### src/rtl/mem_block_copier_pkg.sv
// Shared definitions for the block copier: FSM state encoding and default geometry
// of the attached DataMemory.
package mem_block_copier_pkg;

  localparam int DEF_ADDR_W = 6;
  localparam int DEF_DATA_W = 32;
  localparam int MEM_DEPTH  = 64;

  typedef enum logic [2:0] {
    ST_IDLE,
    ST_READ,
    ST_CAPTURE,
    ST_WRITE,
    ST_DONE
  } state_e;

endpackage

### src/rtl/mem_block_copier.sv
// Bus-initiator that copies a block of words inside DataMemory, choosing copy
// direction so overlapping regions are handled, and accumulates a wrapping checksum.
module mem_block_copier
  import mem_block_copier_pkg::*;
#(
  parameter int ADDR_W = DEF_ADDR_W,
  parameter int DATA_W = DEF_DATA_W
) (
  input  logic              Clock,
  input  logic              Reset,
  input  logic              Start,
  input  logic [ADDR_W-1:0] SrcAddr,
  input  logic [ADDR_W-1:0] DstAddr,
  input  logic [ADDR_W:0]   Length,
  output logic              Busy,
  output logic              Done,
  output logic [DATA_W-1:0] Sum,
  output logic [ADDR_W-1:0] MemAddress,
  output logic [DATA_W-1:0] WriteData,
  output logic              MemoryRead,
  output logic              MemoryWrite,
  input  logic [DATA_W-1:0] ReadData
);

  localparam int unsigned DEPTH   = (ADDR_W == DEF_ADDR_W) ? MEM_DEPTH : (1 << ADDR_W);
  localparam logic [ADDR_W:0] DEPTH_L = (ADDR_W + 1)'(DEPTH);

  // Copy backward when the destination starts inside the source block (circularly),
  // so no source word is overwritten before it has been read.
  function automatic logic is_backward(input logic [ADDR_W-1:0] src,
                                       input logic [ADDR_W-1:0] dst,
                                       input logic [ADDR_W:0]   len);
    logic [ADDR_W-1:0] diff;
    diff = dst - src;
    return (dst != src) && ({1'b0, diff} < len);
  endfunction

  state_e              state_q, state_d;
  logic [ADDR_W-1:0]   src_q, src_d;
  logic [ADDR_W-1:0]   dst_q, dst_d;
  logic [ADDR_W:0]     cnt_q, cnt_d;
  logic                bwd_q, bwd_d;
  logic [DATA_W-1:0]   sum_q, sum_d;
  logic [DATA_W-1:0]   wdata_q, wdata_d;
  logic [ADDR_W-1:0]   addr_q, addr_d;
  logic                rd_q, rd_d;
  logic                wr_q, wr_d;
  logic                busy_q, busy_d;
  logic                done_q, done_d;

  logic [ADDR_W:0]     len_c;
  logic [ADDR_W-1:0]   off;
  logic                start_bwd;

  always_comb begin
    state_d   = state_q;
    src_d     = src_q;
    dst_d     = dst_q;
    cnt_d     = cnt_q;
    bwd_d     = bwd_q;
    sum_d     = sum_q;
    wdata_d   = wdata_q;
    addr_d    = addr_q;
    rd_d      = 1'b0;
    wr_d      = 1'b0;
    len_c     = (Length > DEPTH_L) ? DEPTH_L : Length;
    off       = len_c[ADDR_W-1:0] - 1'b1;
    start_bwd = is_backward(SrcAddr, DstAddr, len_c);

    case (state_q)
      ST_IDLE: begin
        if (Start) begin
          cnt_d = len_c;
          sum_d = '0;
          bwd_d = start_bwd;
          src_d = start_bwd ? SrcAddr + off : SrcAddr;
          dst_d = start_bwd ? DstAddr + off : DstAddr;
          state_d = (len_c == '0) ? ST_DONE : ST_READ;
        end
      end
      ST_READ:    state_d = ST_CAPTURE;
      ST_CAPTURE: begin
        sum_d   = sum_q + ReadData;
        wdata_d = ReadData;
        state_d = ST_WRITE;
      end
      ST_WRITE: begin
        src_d   = bwd_q ? src_q - 1'b1 : src_q + 1'b1;
        dst_d   = bwd_q ? dst_q - 1'b1 : dst_q + 1'b1;
        cnt_d   = cnt_q - 1'b1;
        state_d = (cnt_q == (ADDR_W + 1)'(1)) ? ST_DONE : ST_READ;
      end
      ST_DONE:    state_d = ST_IDLE;
      default:    state_d = ST_IDLE;
    endcase

    // Bus outputs are registered, so they are derived from the state being entered.
    case (state_d)
      ST_READ: begin
        rd_d   = 1'b1;
        addr_d = src_d;
      end
      ST_WRITE: begin
        wr_d   = 1'b1;
        addr_d = dst_d;
      end
      default: ;
    endcase
    busy_d = (state_d != ST_IDLE);
    done_d = (state_d == ST_DONE);
  end

  always_ff @(posedge Clock or posedge Reset) begin
    if (Reset) begin
      state_q <= ST_IDLE;
      src_q   <= '0;
      dst_q   <= '0;
      cnt_q   <= '0;
      bwd_q   <= 1'b0;
      sum_q   <= '0;
      wdata_q <= '0;
      addr_q  <= '0;
      rd_q    <= 1'b0;
      wr_q    <= 1'b0;
      busy_q  <= 1'b0;
      done_q  <= 1'b0;
    end else begin
      state_q <= state_d;
      src_q   <= src_d;
      dst_q   <= dst_d;
      cnt_q   <= cnt_d;
      bwd_q   <= bwd_d;
      sum_q   <= sum_d;
      wdata_q <= wdata_d;
      addr_q  <= addr_d;
      rd_q    <= rd_d;
      wr_q    <= wr_d;
      busy_q  <= busy_d;
      done_q  <= done_d;
    end
  end

  assign Busy        = busy_q;
  assign Done        = done_q;
  assign Sum         = sum_q;
  assign MemAddress  = addr_q;
  assign WriteData   = wdata_q;
  assign MemoryRead  = rd_q;
  assign MemoryWrite = wr_q;

endmodule
### config.mk
export PLATFORM = sky130hd
export DESIGN_NAME = mem_block_copier
export DESIGN_NICKNAME = d
export VERILOG_FILES = /design/src/rtl/mem_block_copier_pkg.sv /design/src/rtl/mem_block_copier.sv
export SDC_FILE = /design/constraint.sdc
export NUM_CORES = 1
export LEC_CHECK = 0
export ABC_AREA = 1
export CAP_MARGIN = 30
export CORE_ASPECT_RATIO = 1.1
export CORE_MARGIN = 4
export CORE_UTILIZATION = 58
export CTS_CLUSTER_DIAMETER = 30
export CTS_CLUSTER_SIZE = 30
export DETAILED_ROUTE_END_ITERATION = 8
export PLACE_DENSITY = 0.89
export SYNTH_ARGS = -nofsm -noshare
export SYNTH_HDL_FRONTEND = slang
export SYNTH_SLANG_ARGS = --single-unit
### constraint.sdc
create_clock -name Clock -period 7.02 [get_ports Clock]
set_input_delay 1.755 -clock Clock [delete_from_list [all_inputs] [get_ports Clock]]
set_output_delay 1.755 -clock Clock [all_outputs]
set_load 0.02 [all_outputs]
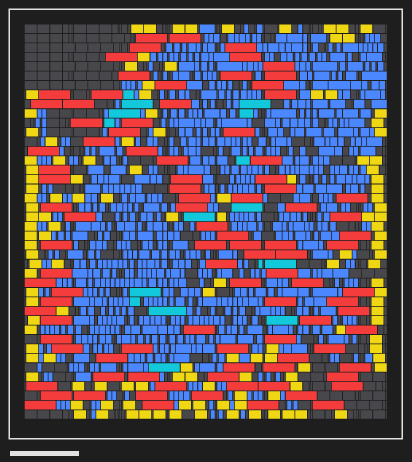
Fig. 1. Placed cells, one color a class.
The bar under the picture is 20 um long. Fill, decap, tap and diode cells in gray.
color	class	cells	share of their area
red	flip-flops	97	28%
yellow	other buffers and delay cells	131	15%
cyan	clock drivers and dummy loads	16	3.6%
blue	all other logic	869	53%
Final Util: 73.4%
core area: 0.0120 sq mm
Seq/total area: 27.6%

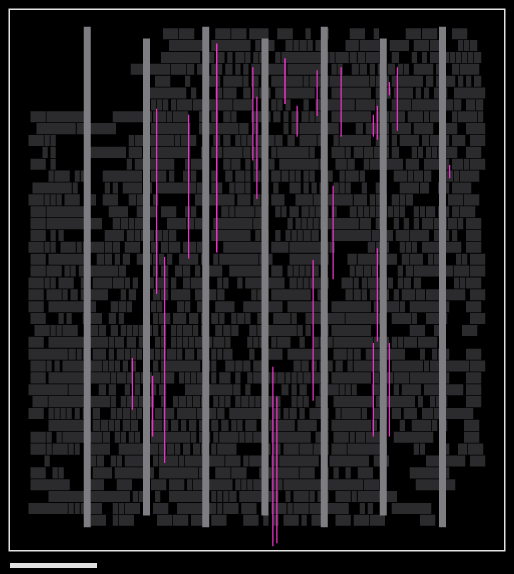
Fig. 2. Signal wires on met4.
The bar under the picture is 20 um long. Supply wires on this layer in gray.
longest straight run	47.6 um
nets with wire on the layer	22
share of all routed wire	2.5%
main direction	vertical
wire length on this layer	504 um
Via Count: 7,184
Routed WL: 19,800 um

==> results.yml <==
# flow metrics
logic_synthesis:
  synth-edff-count: 0
  yosysSeqAreaShare_pct: 34.4
  xor_share_pct: 2.98
  syn_area_per_cell_sq_um: 7.16
  ys_area_sq_mm: 0.00706
  fp_nets: 1109
  netlist_area_sq_mm: 0.00706
  top_area_share_pct: 34.4
  mux_area_share_pct: 0
  ys.flop_type: "dfrtp_1"
  ys.flops: 97
  ys_sh_aoi_pct: 15.9
  most_common_cell: "nand2_1"
  netlist_top_cells_count: "nand2_1 (333), dfrtp_1 (97), inv_1 (96)"
  async_reset_ff_share_pct: 100
  synth_stat.cells: 986
  fa_ha_area_share_pct: 12.9
route:
  vias_per_cell: 5.67
  dr.pass1.iters: 5
  ant_nets: 0
placement:
  routabilityCongestion: 0.958
  hpwl_um: 14800
  pre_cts_ws_ns: 1.99
timing:
  setup_tns_ns: 0
  final-setup-viol-count: 0
  min_period_over_period_pct: 67.2
  fmax_mhz: 212
  rsz0062_at_grt: "false"
  slew_headroom_pct: 36.5
  layout_min_cycle_time_ns: 4.72
  timing.hold.ws_ns: 0.476
  clock_skew_ns: 0.0142
cts:
  cts.sink_count: 97
  clkTransAtPathRegs_ns: 0.07
  cts_buffers: 9
  h-tree-depth: 3
  post_cts_buffers: 0
floorplanning:
  num_rows: 42
  dieArea_sq_mm: 0.0140
  dieHeight_um: 124
  floorplan.core_util_pct: 59.0
  io_pins: 128
worst_setup_path:
  critPathRequiredTime_ns: 7.25
  worstSetupStartpointType: "primary input"
  ff2ff_path_depth: 11
  r2r_end: "Sum[26]"
  r2r_slack_ns: 4.54
  critPathKind: "primary input to flip-flop"
  crit_arrival_ns: 4.95
flow_run:
  warnings: 28
  cap_viol_max_count: 0
worst_hold_path:
  min_from: "WriteData[15]"
  hold_path_depth: 2
  holdPathEnd: "WriteData[15]"
grt:
  antenna_found_initial: 0
  grt_max_degree: 60
  grt_pass1_wl_um: 32200
  grt_pass1_vias: 6875
  grtUsageTotal_pct: 28.6
  grt-ovfl-total: 0
finish:
  n_fill_cell: 935
  stdcell_count: 1267
  drive_gt1_share_pct: 4.40
  regArea_sq_mm: 0.00243
  num-nets-final: 1231
outcome:
  status: "complete, no violations"
pwr:
  peakVddDrop_uv: 248
-- routing by layer --
layer | vias to the layer above | track usage [%] | wire length, um
li1 | 3500 | - | -
met1 | 3329 | 36.8 | 8280
met2 | 304 | 49.0 | 9550
met3 | 51 | 4.91 | 1480
met4 | 0 | 9.99 | 503
met5 | - | 0 | 0
-- layout make-up --
cell class              instances  share of cell area, %
flip-flops and latches         97                   27.6
inverters                     110                   4.73
well taps                     154                   2.19
clock inverters                 6                  0.897
clock buffers                  10                   2.61
repair buffers                131                   14.8
multi-input cells             759                   47.1
-- stage by stage --
| step | utilization (%) | area, sq um |
|---|---|---|
| 6_report | 73.4 | 8790 |
| 5_1_grt | 73.4 | 8790 |
| 4_1_cts | 73.4 | 8790 |
| 3_5_place_dp | 70.8 | 8480 |
| 3_3_place_gp | 70.7 | 8470 |
| 2_1_floorplan | - | 7060 |
-- where the power goes --
group	total, mW	switching [mW]	leakage, nW	internal (mW)
logic	2.52	1.54	3.06	0.979
clock network	0.520	0.235	0.152	0.285
registers	1.05	0.225	1.20	0.829
-- worst max-delay path, stage by stage --
cell             delay [ns]
clkdlybuf4s50_1        0.52
ha_1                   0.16
inv_1                  0.05
fa_1                   0.40
a21oi_1                0.17
o21ai_0                0.11
xor2_1                 0.16
ha_1                   0.33
a21oi_1                0.13
nor2_1                 0.06
a21oi_1                0.22
nand3_4                0.29
nand2_1                0.14
nand3_1                0.11
o211ai_1               0.12
nand2_1                0.12
nand2_1                0.07
nand2_1                0.04
-- cells in the final DEF (no fill, tap or decap), drive strengths merged, types with 3 or more instances in the layout --
master and instances:
nor2 67, xnor2 6, a221oi 3, o221ai 4, o22ai 7, clkbuf 10
nand3 35, nor3 7, inv 113, a21oi 81, fa 6, o211ai 4
ha 63, a31oi 9, nand4 11, o21bai 6, or2 5, nand3b 3
dfrtp 97, buf 4, o21ai 71, xor2 18, clkdlybuf4s50 127, nand2 337
a32o 3
-- worst max-delay path by stage --
stage                    endpoint
finish              MemAddress[0]
global route        MemAddress[5]
CTS                 MemAddress[0]
detailed placement  MemAddress[5]
global placement    MemAddress[0]
floorplan                    Busy
-- sequential cells by signal, summed over array words and instances, names as in the netlist --
name,cells
src_q,6
MemoryWrite,1
state_q,3
bwd_q,1
cnt_q,7
Busy,1
WriteData,32
MemAddress,6
Done,1
Sum,32
dst_q,6
MemoryRead,1
-- kinds of logic (layout without fill, tap and decap cells) --
family,count (synthesis),in the layout
XOR/XNOR,24,24
buffers and inverters,130,257
AND/OR/NAND/NOR,467,467
AND-OR/OR-AND,199,199
adder cells (fa/ha/maj),69,69
flip-flops,97,97
No activity file was given, so power comes from the tool's default toggle rates.
